## src/rtl/alu_input_loader.sv

```systemverilog
// ALU front end: loads operand A, operand B and the op code from the slide
// switches, one target per debounced push-button press.
module alu_input_loader #(
  parameter int ND_DATA         = 4,
  parameter int NB_OP           = 6,
  parameter int NB_SW           = 8,
  parameter int DEBOUNCE_CYCLES = 1000000
) (
  input  logic               clk,
  input  logic               i_rst,
  input  logic [NB_SW-1:0]   i_sw,
  input  logic [2:0]         i_btn,
  output logic [ND_DATA-1:0] o_datoA,
  output logic [ND_DATA-1:0] o_datoB,
  output logic [NB_OP-1:0]   o_operation,
  output logic [2:0]         o_load_strobe,
  output logic [2:0]         o_loaded,
  output logic               o_all_loaded
);

  localparam int CW = $clog2(DEBOUNCE_CYCLES) + 1;
  localparam logic [CW-1:0] CNT_LAST = CW'(DEBOUNCE_CYCLES - 1);

  logic [NB_SW-1:0]   sw_s1_q, sw_s1_d;
  logic [NB_SW-1:0]   sw_s2_q, sw_s2_d;
  logic [2:0]         btn_s1_q, btn_s1_d;
  logic [2:0]         btn_s2_q, btn_s2_d;
  logic [2:0]         deb_q, deb_d;
  logic [2:0][CW-1:0] cnt_q, cnt_d;
  logic [ND_DATA-1:0] dato_a_q, dato_a_d;
  logic [ND_DATA-1:0] dato_b_q, dato_b_d;
  logic [NB_OP-1:0]   op_q, op_d;
  logic [2:0]         strobe_q, strobe_d;
  logic [2:0]         loaded_q, loaded_d;
  logic [2:0]         rise;

  always_comb begin
    sw_s1_d  = i_sw;
    sw_s2_d  = sw_s1_q;
    btn_s1_d = i_btn;
    btn_s2_d = btn_s1_q;
    deb_d    = deb_q;
    cnt_d    = '0;

    // A level change is accepted only after DEBOUNCE_CYCLES consecutive
    // disagreeing samples; any agreeing sample restarts the count.
    for (int k = 0; k < 3; k++) begin
      if (btn_s2_q[k] != deb_q[k]) begin
        if (cnt_q[k] == CNT_LAST) begin
          deb_d[k] = btn_s2_q[k];
        end else begin
          cnt_d[k] = cnt_q[k] + CW'(1);
        end
      end
    end

    rise     = deb_d & ~deb_q;
    dato_a_d = rise[0] ? sw_s2_q[ND_DATA-1:0] : dato_a_q;
    dato_b_d = rise[1] ? sw_s2_q[ND_DATA-1:0] : dato_b_q;
    op_d     = rise[2] ? sw_s2_q[NB_OP-1:0]   : op_q;
    strobe_d = rise;
    loaded_d = loaded_q | rise;
  end

  always_ff @(posedge clk) begin
    if (i_rst) begin
      sw_s1_q  <= '0;
      sw_s2_q  <= '0;
      btn_s1_q <= '0;
      btn_s2_q <= '0;
      deb_q    <= '0;
      cnt_q    <= '0;
      dato_a_q <= '0;
      dato_b_q <= '0;
      op_q     <= '0;
      strobe_q <= '0;
      loaded_q <= '0;
    end else begin
      sw_s1_q  <= sw_s1_d;
      sw_s2_q  <= sw_s2_d;
      btn_s1_q <= btn_s1_d;
      btn_s2_q <= btn_s2_d;
      deb_q    <= deb_d;
      cnt_q    <= cnt_d;
      dato_a_q <= dato_a_d;
      dato_b_q <= dato_b_d;
      op_q     <= op_d;
      strobe_q <= strobe_d;
      loaded_q <= loaded_d;
    end
  end

  assign o_datoA       = dato_a_q;
  assign o_datoB       = dato_b_q;
  assign o_operation   = op_q;
  assign o_load_strobe = strobe_q;
  assign o_loaded      = loaded_q;
  assign o_all_loaded  = &loaded_q;

endmodule
```

## config.mk

```make
export PLATFORM = sky130hd
export DESIGN_NAME = alu_input_loader
export DESIGN_NICKNAME = d
export VERILOG_FILES = /design/src/rtl/alu_input_loader.sv
export SDC_FILE = /design/constraint.sdc
export NUM_CORES = 1
export LEC_CHECK = 0
export ABC_CLOCK_PERIOD_IN_PS = 1600
export CORE_MARGIN = 2
export CORE_UTILIZATION = 52
export DETAILED_ROUTE_END_ITERATION = 16
export GPL_TIMING_DRIVEN = 0
export PLACE_DENSITY = 0.82
export SYNTH_ARGS = -nofsm -noshare
export SYNTH_HDL_FRONTEND = slang
export SYNTH_SLANG_ARGS = --single-unit
```

## constraint.sdc

```tcl
create_clock -name clk -period 1.6 [get_ports clk]
set_input_delay 0.16 -clock clk [delete_from_list [all_inputs] [get_ports clk]]
set_output_delay 0.16 -clock clk [all_outputs]
set_load 0.03 [all_outputs]
```

==> results.json, run 1 <==
{
  "synth.mux.area_fraction": 0,
  "ys_dominant_reg_cell": "dfxtp_1",
  "synth.distinct_cells": 34,
  "holdCritPathClass": "in2reg",
  "area.growth.synth_to_final_pct": 38.9,
  "post_synth.cell_area_avg_um2": 8.91,
  "post-synth-top-area-cell": "dfxtp_1",
  "timing.setup.critical_path_class": "reg2reg",
  "min_to": "btn_s2_q[2]$_SDFF_PP0_",
  "timing.critical_path.slowest_stage_cell": "dfxtp_4",
  "grt_start_max_net_pins": 17,
  "grt_use_total": 0.235,
  "final_common_cell": "dfxtp_1",
  "rsz_0062_raised_after_global_routing": "true",
  "timing.hold.worst.start": "i_rst",
  "synthArstFlopShare": 0,
  "numSynthFlops": 104,
  "cts_max_path_buffers": 2,
  "most_common_cell": "dfxtp_1",
  "grt_pass1_vias": 3669,
  "failed_checks": "negative setup slack",
  "period_used_share": 1.16,
  "finalSetupViolations": 57,
  "final-max-slew-violation-count": 0,
  "powerDensity_nw_per_um2": 781,
  "tritoncts": "done",
  "synth-edff-count": 0,
  "gpl.final_weighted_congestion": 0.787,
  "post_route_cells_drive_above_1_share": 0.320,
  "post_drt_via_cell_ratio": 6.19,
  "outcome": "finished, violations left",
  "r2r_cells": 8,
  "final.min_clock_period_ns": 1.85,
  "postLayoutSetupSlackWorst_ns": -0.248,
  "critical_path.reg2reg.startpoint": "cnt_q[21]$_SDFF_PP0_",
  "fp_nets": 492,
  "post_synth_main_area_contributors": "dfxtp_1 49%, nand4_1 5.9%, a21oi_1 4.8%"
}
-- run 1: sequential cells by signal (all words and copies together) (netlist names) --
register,flops
btn_s1_q,3
btn_s2_q,3
cnt_q,63
sw_s1_q,6
o_operation,6
deb_q,3
sw_s2_q,6
o_datoB,4
o_load_strobe,3
o_datoA,4
o_loaded,3
-- run 1: area by class of cell --
class | count | area, um2
multi-input cells | 338 | 2360
flip-flops and latches | 104 | 2170
fillers | 490 | 1910
repair buffers | 84 | 808
plain buffers | 16 | 156
clock buffers | 11 | 151
well taps | 102 | 128
clock inverters | 5 | 78.8
inverters | 10 | 37.5
-- run 1: routing by layer --
layer / global-route usage / wire length, um
met5: 0 / 0
met4: 0.0821 / 416
met3: 0.0559 / 912
met2: 0.388 / 5970
met1: 0.303 / 5050
-- run 1: worst max-delay path, delay by kind of cell (launching register included) --
kind | cells | cell delay [ns]
and+or+nand+nor | 3 | 0.39
adders and majority gates | 1 | 0.14
AOI/OAI and AO/OA | 1 | 0.28
buffers and inverters | 3 | 0.54
DFF | 1 | 0.39
-- run 1: metrics by stage --
stage	hold slack [ns]	area, um2	instances	total power [mW]	utilization
3_3_place_gp	0.420	4730	608	2.77	0.605
3_5_place_dp	0.424	4730	608	2.77	0.605
5_1_grt	0.269	5890	670	4.72	0.755
6_report	0.259	5890	670	4.60	0.755
2_1_floorplan	0.288	4300	476	2.73	-
4_1_cts	0.222	5310	646	4.54	0.680
-- run 1: power breakdown --
group          leakage, nW  internal, mW  switching [mW]
Sequential           0.866          2.58          0.0148
Clock                0.119         0.966           0.917
Combinational         1.15        0.0657          0.0610
-- run 1: repair_timing --
item                       CTS  global route
pin swaps                   13            41
gates resized               69           113
setup endpoints to repair   85            80
hold endpoints to repair     0             0
gates cloned                 0             4
buffers inserted            28            23
Figure 1. Metal 4 (run 1).
Bar = 20 um. Supply wires on this layer in gray.
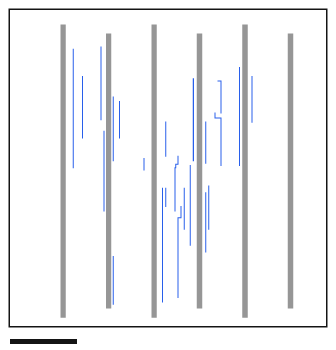
- nets with wire on the layer: 20
- share of all routed wire: 3.4%
- main direction: vertical
- wire length on this layer: 416 um

Figure 2. Routed clock nets over the placement (run 1).
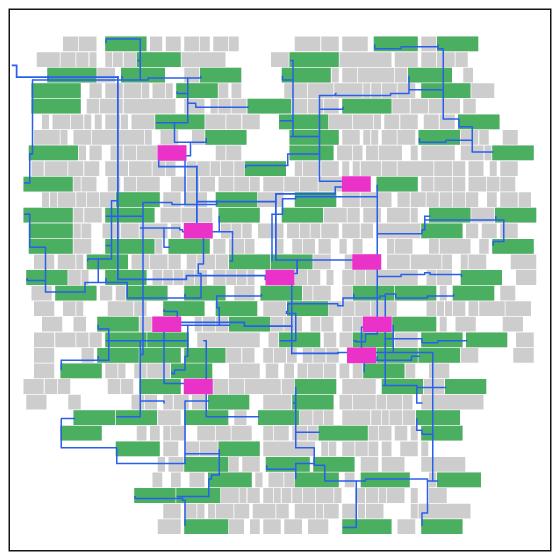
- magenta: cells driving clock nets (count 9)
- blue: clock wires (length 1,190 um)
- green: flip-flops (count 104)
- routed clock nets: 10
- flops lie: widely spread
setup clock skew after layout: 0.0180 ns
power drawn by the clock network: 1.88 mW
Clk network pwr share: 0.409

Figure 3. Placed standard cells (run 1).
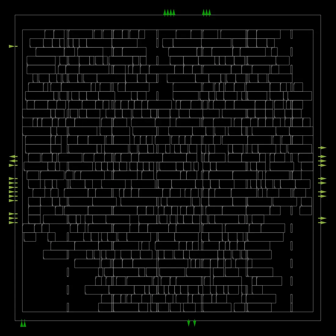
# Taps: 102
core area: 7810 um2

Figure 4. Register map, names as in the netlist (run 1).
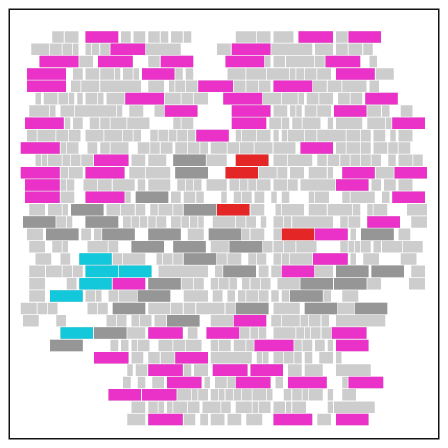
- magenta: `cnt_q` (sequential cells 63; where widely spread)
- red: `o_datoB` (sequential cells 4; where center)
- cyan: `sw_s1_q` (sequential cells 6)
- not colored: 31
sequential cell area: 2170 um2
utilization of the core after routing: 0.755

## Run 2: what changed since run 1
--- a/config.mk
+++ b/config.mk
@@ -11,6 +11,7 @@
 export DETAILED_ROUTE_END_ITERATION = 16
 export GPL_TIMING_DRIVEN = 0
 export PLACE_DENSITY = 0.82
+export SLEW_MARGIN = 20
 export SYNTH_ARGS = -nofsm -noshare
 export SYNTH_HDL_FRONTEND = slang
 export SYNTH_SLANG_ARGS = --single-unit
==> results.json, run 2 <==
{
  "grt_use_total": 0.235,
  "timing.critical_path.slowest_stage_cell": "dfxtp_4",
  "postLayoutSetupSlackWorst_ns": -0.248,
  "global_route.usage.met1": 0.303,
  "critical_path_cell_count": 8,
  "timing.clock.skew_ns": 0.0180,
  "finalSetupViolations": 57,
  "post_synth_main_area_contributors": "dfxtp_1 49%, nand4_1 5.9%, a21oi_1 4.8%",
  "post_route_cells_drive_above_1_share": 0.320,
  "path_cells": "ha_4, and4_1, buf_8, nand4_1, buf_6, o21ai_4, clkbuf_16, nor2_1",
  "critical_path.reg2reg.startpoint": "cnt_q[21]$_SDFF_PP0_",
  "timing.hold.ws_ns": 0.259,
  "failed_checks": "negative setup slack",
  "final-max-slew-violation-count": 0,
  "synth.distinct_cells": 34,
  "place.detailed.instances": 608,
  "post-synth-top-area-cell": "dfxtp_1",
  "gpl.final_weighted_congestion": 0.787,
  "period_used_share": 1.16,
  "synthArstFlopShare": 0,
  "final_util": 0.755,
  "number_of_flip_flops_in_the_largest_register": 63,
  "postCtsSetupBuffers": 28,
  "synth.cells.most_frequent": "104 x dfxtp_1, 46 x nor2_1, 41 x a21oi_1",
  "numSynthFlops": 104,
  "outcome": "finished, violations left",
  "holdCritPathClass": "in2reg",
  "cp_num_buf_inv": 3,
  "clk_transition_reported_paths_ns": 0.10,
  "cts_max_path_buffers": 2,
  "final.min_clock_period_ns": 1.85,
  "most_used_routing_layer": "met2",
  "rsz_0062_raised_after_global_routing": "true",
  "grt_start_max_net_pins": 17,
  "core_um2": 7810,
  "post_drt_via_cell_ratio": 6.19,
  "path_delay_family": "buffers and inverters",
  "cts.htree.levels": 3,
  "gr-usage-met3": 0.0559,
  "post_synth.cell_area_avg_um2": 8.91,
  "layout.cells.non_filler": 670,
  "min_to": "btn_s2_q[2]$_SDFF_PP0_",
  "placed_area_um2": 4730,
  "synth.mux.area_fraction": 0,
  "timing.setup.critical_path_class": "reg2reg",
  "final_common_cell": "dfxtp_1",
  "max_flop_register": "cnt_q",
  "synth_sequential_area_ratio": 0.491,
  "most_common_cell": "dfxtp_1",
  "timing.hold.worst.start": "i_rst",
  "synth-edff-count": 0,
  "first_pass_grt_wire_length_um": 16800,
  "powerDensity_nw_per_um2": 781,
  "cts-resized-gates": 69,
  "critical_path.reg2reg.endpoint": "cnt_q[21]$_SDFF_PP0_",
  "totalWireLength_um": 12400,
  "ys_dominant_reg_cell": "dfxtp_1",
  "tritoncts": "done",
  "grt_pass1_vias": 3669,
  "area.growth.synth_to_final_pct": 38.9,
  "fp_nets": 492,
  "place.port_buffers": 30
}
-- run 2: power by group --
part,leakage (nW),switching [mW],internal [mW]
registers,0.866,0.0148,2.58
logic,1.15,0.0610,0.0657
clock network,0.119,0.917,0.966
total,2.13,0.993,3.61
-- run 2: how the worst max path moves through the flow --
stage | slack [ns] | from | end
global placement | -0.27 | cnt_q[42]$_SDFF_PP0_ | cnt_q[60]$_SDFF_PP0_
floorplan | -0.20 | cnt_q[26]$_SDFF_PP0_ | cnt_q[40]$_SDFF_PP0_
global route | -0.28 | cnt_q[21]$_SDFF_PP0_ | cnt_q[21]$_SDFF_PP0_
detailed placement | -0.35 | cnt_q[42]$_SDFF_PP0_ | cnt_q[62]$_SDFF_PP0_
finish | -0.25 | cnt_q[21]$_SDFF_PP0_ | cnt_q[21]$_SDFF_PP0_
CTS | -0.18 | cnt_q[28]$_SDFF_PP0_ | cnt_q[40]$_SDFF_PP0_
-- run 2: layer usage --
layer  vias to the layer above  wire [um]  part of all wire
met5                         -          0                 0
li1                       1897          -                 -
met1                      1977       5050              0.41
met2                       223       5970              0.48
met3                        53        912             0.074
met4                         0        416             0.034
-- run 2: through the flow --
step / power, mW / setup TNS [ns]
CTS: 4.54 / -2.43
finish: 4.60 / -5.86
global placement: 2.77 / -13.91
floorplan: 2.73 / -0.377
global route: 4.72 / -8.35
detailed placement: 2.77 / -17.45
-- run 2: final cells by class --
| type | instances | area [um2] |
|---|---|---|
| clock buffers | 11 | 151 |
| clock inverters | 5 | 78.8 |
| fillers | 490 | 1910 |
| multi-input cells | 338 | 2360 |
| repair buffers | 84 | 808 |
| well taps | 102 | 128 |
| plain buffers | 16 | 156 |
| inverters | 10 | 37.5 |
| flip-flops and latches | 104 | 2170 |
Figure 5. Routed clock nets over the placement (run 2).
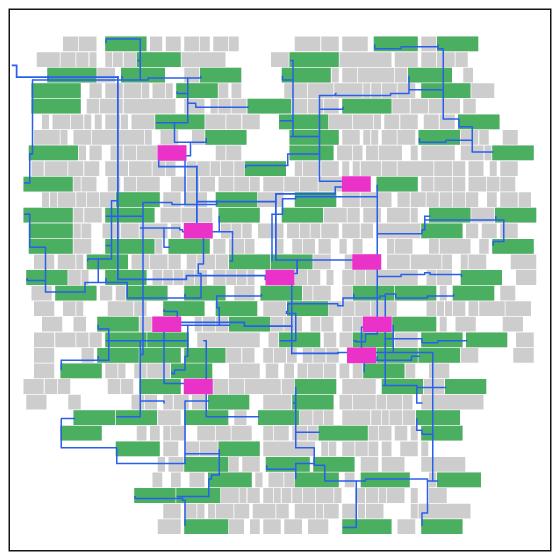
- magenta: cells driving clock nets (count 9)
- green: flip-flops (count 104)
- blue: clock wires (length 1,190 um)
- flops lie: widely spread

## Run 3: what changed since run 2
--- a/config.mk
+++ b/config.mk
@@ -5,12 +5,14 @@
 export SDC_FILE = /design/constraint.sdc
 export NUM_CORES = 1
 export LEC_CHECK = 0
+export ABC_AREA = 1
 export ABC_CLOCK_PERIOD_IN_PS = 1600
 export CORE_MARGIN = 2
-export CORE_UTILIZATION = 52
+export CORE_UTILIZATION = 53
+export CTS_CLUSTER_SIZE = 30
 export DETAILED_ROUTE_END_ITERATION = 16
 export GPL_TIMING_DRIVEN = 0
-export PLACE_DENSITY = 0.82
+export PLACE_DENSITY = 0.83
 export SLEW_MARGIN = 20
 export SYNTH_ARGS = -nofsm -noshare
 export SYNTH_HDL_FRONTEND = slang
==> results.json, run 3 <==
{
  "most_used_routing_layer": "met2",
  "post_drt_via_cell_ratio": 5.35,
  "synth-adder-area-share": 0.00776,
  "placed_area_um2": 5280,
  "xor_xnor_share_of_the_synthesized_area": 0.0272,
  "timing.hold.ws_ns": 0.301,
  "finalSetupViolations": 0,
  "synth_sequential_area_ratio": 0.430,
  "power.combinational.fraction": 0.028,
  "crit_path_end": "o_datoB[3]$_SDFFE_PP0P_",
  "place.detailed.instances": 851,
  "powerDensity_nw_per_um2": 756,
  "drv.max_cap_violation_count": 0,
  "final-max-slew-violation-count": 0,
  "totalNegativeSetupSlack_ns": 0,
  "final_common_cell": "nand2_1",
  "seq_power_share": 0.574,
  "comb_area_um2": 2510,
  "min_to": "btn_s1_q[0]$_SDFF_PP0_",
  "cts.htree.levels": 3,
  "fp_nets": 728,
  "tritoncts": "done",
  "p_sw_frac": 0.215,
  "period_used_share": 0.983,
  "max_flop_register": "cnt_q",
  "post_synth.cell_area_avg_um2": 6.80,
  "post-synth-top-area-cell": "dfxtp_1",
  "synth.mux.area_fraction": 0,
  "timing.setup.critical_path_class": "reg2reg",
  "regArea_um2": 2100,
  "area.growth.synth_to_final_pct": 24.5,
  "totalWireLength_um": 12400,
  "cts_made_buffers": 9,
  "ys_dominant_reg_cell": "dfxtp_1",
  "layout_top_cells": "146 x nand2_1, 131 x nor2_1, 100 x inv_1, 94 x dfxtp_1, 35 x a21oi_1",
  "totalPowerFinal_mw": 4.56,
  "numSynthFlops": 104,
  "synth.top_cell.area_share": 0.430,
  "final_layout_fill_cell_count": 727,
  "synth-edff-count": 0,
  "design.portCount": 34,
  "power_switching_mw": 0.982,
  "critical_path.startpoint": "cnt_q[22]$_SDFF_PP0_",
  "grt_use_total": 0.242,
  "layout.cells.non_filler": 895,
  "rsz_0062_raised_after_global_routing": "true",
  "cts_max_path_buffers": 2,
  "number_of_flip_flops_in_the_largest_register": 63,
  "gpl.final_weighted_congestion": 0.924,
  "critical_path.reg2reg.endpoint": "o_datoB[3]$_SDFFE_PP0P_",
  "ctsRootBufferMaster": "clkbuf_8",
  "gr-usage-met3": 0.0436,
  "clk_transition_reported_paths_ns": 0.10,
  "global_route.usage.met1": 0.306,
  "most_common_cell": "nand2_1",
  "synth.distinct_cells": 33,
  "synth.cells.most_frequent": "156 x nand2_1, 145 x nor2_1, 107 x inv_1",
  "outcome": "completed",
  "holdCritPathClass": "in2reg",
  "post_synth_instance_area_um2": 4840,
  "grt_pass1_vias": 4420,
  "post_route_cells_drive_above_1_share": 0.155,
  "core_um2": 8810,
  "postLayoutSetupSlackWorst_ns": 0.0278,
  "first_pass_grt_wire_length_um": 19600,
  "grt_start_max_net_pins": 17,
  "place.port_buffers": 31,
  "die_area_um2": 9910,
  "post_synth_main_area_contributors": "dfxtp_1 43%, nand2_1 12%, nor2_1 11%",
  "cellInternalPower_mw": 3.58,
  "final_util": 0.684,
  "critical_path_capture_point_type": "register",
  "critical_path.reg2reg.startpoint": "cnt_q[22]$_SDFF_PP0_",
  "final.min_clock_period_ns": 1.57
}
## run 3: netlist changes by cell type in the layout (fill, tap and decap cells not counted), sizes merged, moves of 10 or more
cell	change
nand2	+140
nor2	+107
inv	+100
nor3	+30
nor2b	-23
buf	-22
o21ai	-14
or3	-13
and4	-12
xnor2	-12
nand4	-11
or4	-11
o31ai	-10
xor2	-10
## run 3: logic make-up after synthesis
logic type | after synthesis
AND-OR/OR-AND | 56
XOR/XNOR | 15
adder cells (fa/ha/maj) | 3
buffers and inverters | 121
flip-flops | 104
AND/OR/NAND/NOR | 413
## run 3: critical path, stage by stage (launching register included)
cell     delay (ns)
dfxtp_2        0.37
ha_4           0.15
nand2_2        0.08
nor2_4         0.19
buf_6          0.12
nand2_1        0.05
nor2_2         0.10
nand4_1        0.11
buf_6          0.17
nor2_2         0.08
nor2_1         0.06
## run 3: layer usage
layer  vias up  part of all wire
met2       204              0.48
met1      2178              0.44
met3        32             0.060
li1       2378                 -
met5         -                 0
met4         0             0.020
## run 3: timing repair
item	CTS	global route
gates resized	38	71
cloned	3	2
pin swaps	9	29
endpoints found under the setup margin	84	86
buffers inserted	14	11
## run 3: layout make-up
type,count,area share
buffer,11,0.0145
clock buffer,10,0.0228
clock inverter,4,0.0129
inverter,110,0.0689
multi-input combinational,488,0.416
sequential,104,0.349
tap,108,0.0224
timing repair buffer,60,0.0928
## run 3: power groups by stage
stage               sequential (mW)  combinational [mW]  clock, mW
floorplan                      2.68              0.0573          0
global placement               2.68               0.101          0
detailed placement             2.68               0.103          0
CTS                            2.62               0.118       1.83
global route                   2.62               0.139       1.94
finish                         2.62               0.126       1.81
Figure 6. Routed clock nets over the placement (run 3).
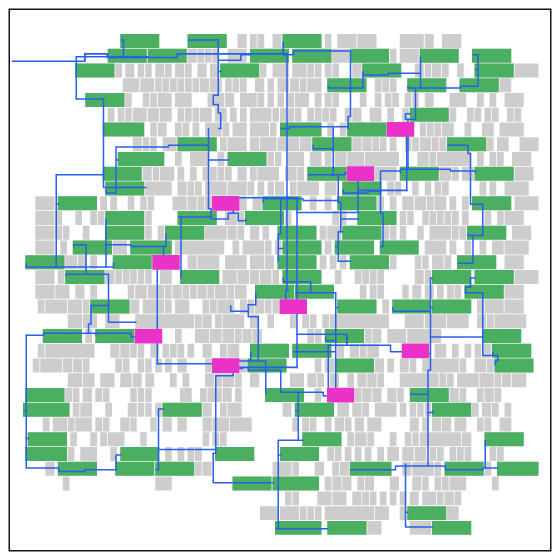
- magenta: cells driving clock nets (count 9)
- blue: clock wires (length 1,230 um)
- green: flip-flops (count 104)
- routed clock nets: 10
- flops lie: widely spread
power drawn by the clock network: 1.81 mW
clock latency on the worst-skew pair: 0.37 ns
setup clock skew after layout: 0.0103 ns
Clk network pwr share: 0.398


## Gallery

Wire density map.
image #1
Bar = 20 um. The die is cut into 20 by 20 equal tiles; dark purple is low, yellow is high, scaled to the fullest tile. Values are wire area over tile area, all layers added.
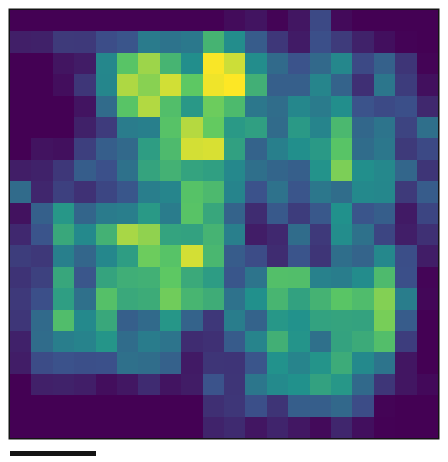
image #2
Bar = 20 um. The die is cut into 19 by 19 equal tiles; dark purple is low, yellow is high, scaled to the fullest tile. Values are wire area over tile area, all layers added.
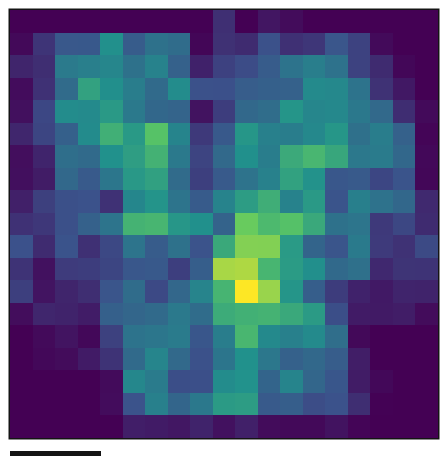
- image #1 = run 3
- image #2 = run 2

Power and IR drop assume default switching activity.
